clock_map.png
The bar under the picture is 50 µm long.
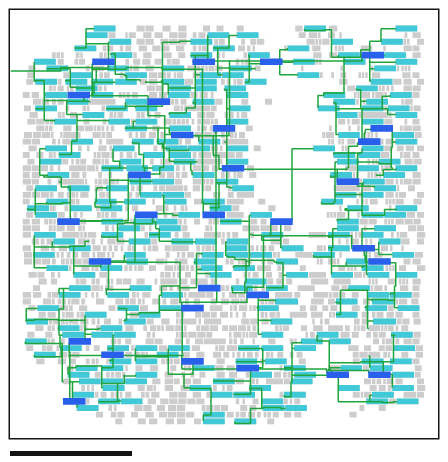
pins.png
Pins as bars across the die edge, other pins in grey.
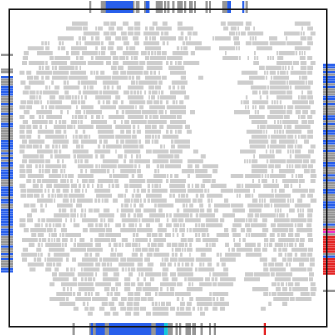
registers.png
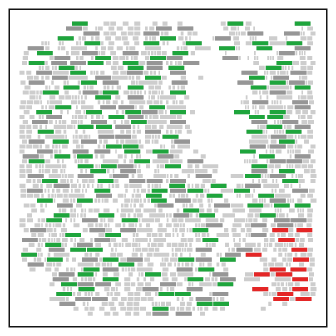
==> config.mk <==
export PLATFORM = sky130hd
export DESIGN_NAME = aes_shiftrows_stream
export DESIGN_NICKNAME = d
export VERILOG_FILES = /design/src/rtl/aes_shiftrows_stream.sv
export SDC_FILE = /design/constraint.sdc
export NUM_CORES = 1
export LEC_CHECK = 0
export ABC_AREA = 0
export CAP_MARGIN = 20
export CORE_MARGIN = 5
export CORE_UTILIZATION = 45
export DETAILED_ROUTE_END_ITERATION = 12
export PLACE_DENSITY = 0.71
export SYNTH_ARGS = -nofsm -noshare
export SYNTH_HDL_FRONTEND = slang
export SYNTH_SLANG_ARGS = --single-unit
==> constraint.sdc <==
create_clock -name clk -period 2.25 [get_ports clk]
set_clock_uncertainty 0.2 [all_clocks]
set_input_delay 0.675 -clock clk [delete_from_list [all_inputs] [get_ports clk]]
set_output_delay 0.675 -clock clk [all_outputs]
set_load 0.01 [all_outputs]
==> results.tsv <==
metric	value	unit
max-cap violation count	0	
post-route ant nets	0	
Placer Congestion	0.844	
WL per Instance	20.4	µm
placed cell count	1793	
worst reg2reg path depth	5	
first-iteration detailed-routing DRC count	1362	
Cell Type Count	34	
CORE AREA	26900	µm²
CP required	1.37	ns
status	completed	
FP Core Util	45.5	%
yosys xor share	1.07	%
# rows	60	
Synth Instances	1201	
CTS Root Cell	clkbuf_16	
Synth mux share	7.95	%
Final min period	2.21	ns
crit-path cells	dlygate4sd2_1	
H-tree depth	1	
About clock_map.png:
[clock wires] green | length: 3440 µm
[cells driving clock nets] blue | count: 30
[flip-flops] cyan | count: 276
routed clock nets: 31
flops lie: all over the die
clk latency late pin: 0.54 ns
clock-net power: 5.51 mW
Clk pwr share: 26.1%

About pins.png:
[mode] cyan | pins: 2 | direction: input | edge: south
[out_ready] magenta | pins: 1 | direction: input | edge: east
[blk_count] red | pins: 16 | direction: output | edge: 15 east, 1 south
[data_in] blue | pins: 128 | direction: input | edge: 42 west, 36 south, 29 east, 21 north
Port Buf Inserts: 280
die extent in x: 175 µm
die height: 175 µm

About registers.png:
[skid_data] green | placed flops: 128 | where: all over the die
[blk_count] red | placed flops: 16 | where: south-east
not coloured: 132
sequential cell area share: 41.2%
final core utilization: 62.5%
Seq power: 8.34 mW

## cell type report
type	instances	area, µm²
fillers	2215	10100
flip-flops and latches	276	6910
multi-input cells	796	4720
repair buffers	351	3480
clock buffers	39	866
well taps	341	427
clock inverters	14	255
inverters	33	124
## kinds of logic after synthesis
logic type / count (synthesis)
compound gates: 387
simple gates: 293
mux: 97
flops: 276
buf+inv: 129
fa+ha+maj: 4
xor+xnor: 15
## per-layer routing
| metal | track usage (%) | vias up |
|---|---|---|
| met5 | 0 | - |
| met2 | 37.5 | 438 |
| li1 | - | 4840 |
| met3 | 6.38 | 45 |
| met4 | 4.42 | 4 |
| met1 | 34.5 | 5151 |
## where the power goes
part           leakage [nW]  internal, mW  switching (mW)  total (mW)
combinational          4.06          3.20            4.09        7.30
sequential             3.49          7.09            1.25        8.34
clock                 0.551          3.50            2.02        5.51
## repair_timing
item	CTS	global route
gates resized	150	0
endpoints found under the setup margin	147	0
setup buffers	3	0
hold buffers	1	0
endpoints found under the hold margin	35	0
## layout by cell type, fill, tap and decap left out, types with 26 or more instances in the layout
master / n
buf_12: 26
mux2i_1: 96
a22oi_1: 96
nand2_1: 202
clkbuf_16: 31
a222oi_1: 32
clkdlybuf4s50_1: 132
dlygate4sd2_1: 147
a21oi_1: 64
inv_1: 33
nor2_1: 69
buf_4: 44
o21ai_1: 30
dfrtp_1: 273
o21ai_0: 162
## stage by stage
| step | area (µm²) | setup TNS (ns) |
|---|---|---|
| floorplan | 12200 | 0 |
| global placement | 15800 | -63.92 |
| detailed placement | 15800 | -72.26 |
| CTS | 16800 | 0 |
| global route | 16800 | 0 |
| finish | 16800 | 0 |
No activity file was given, so power comes from the tool's default toggle rates.
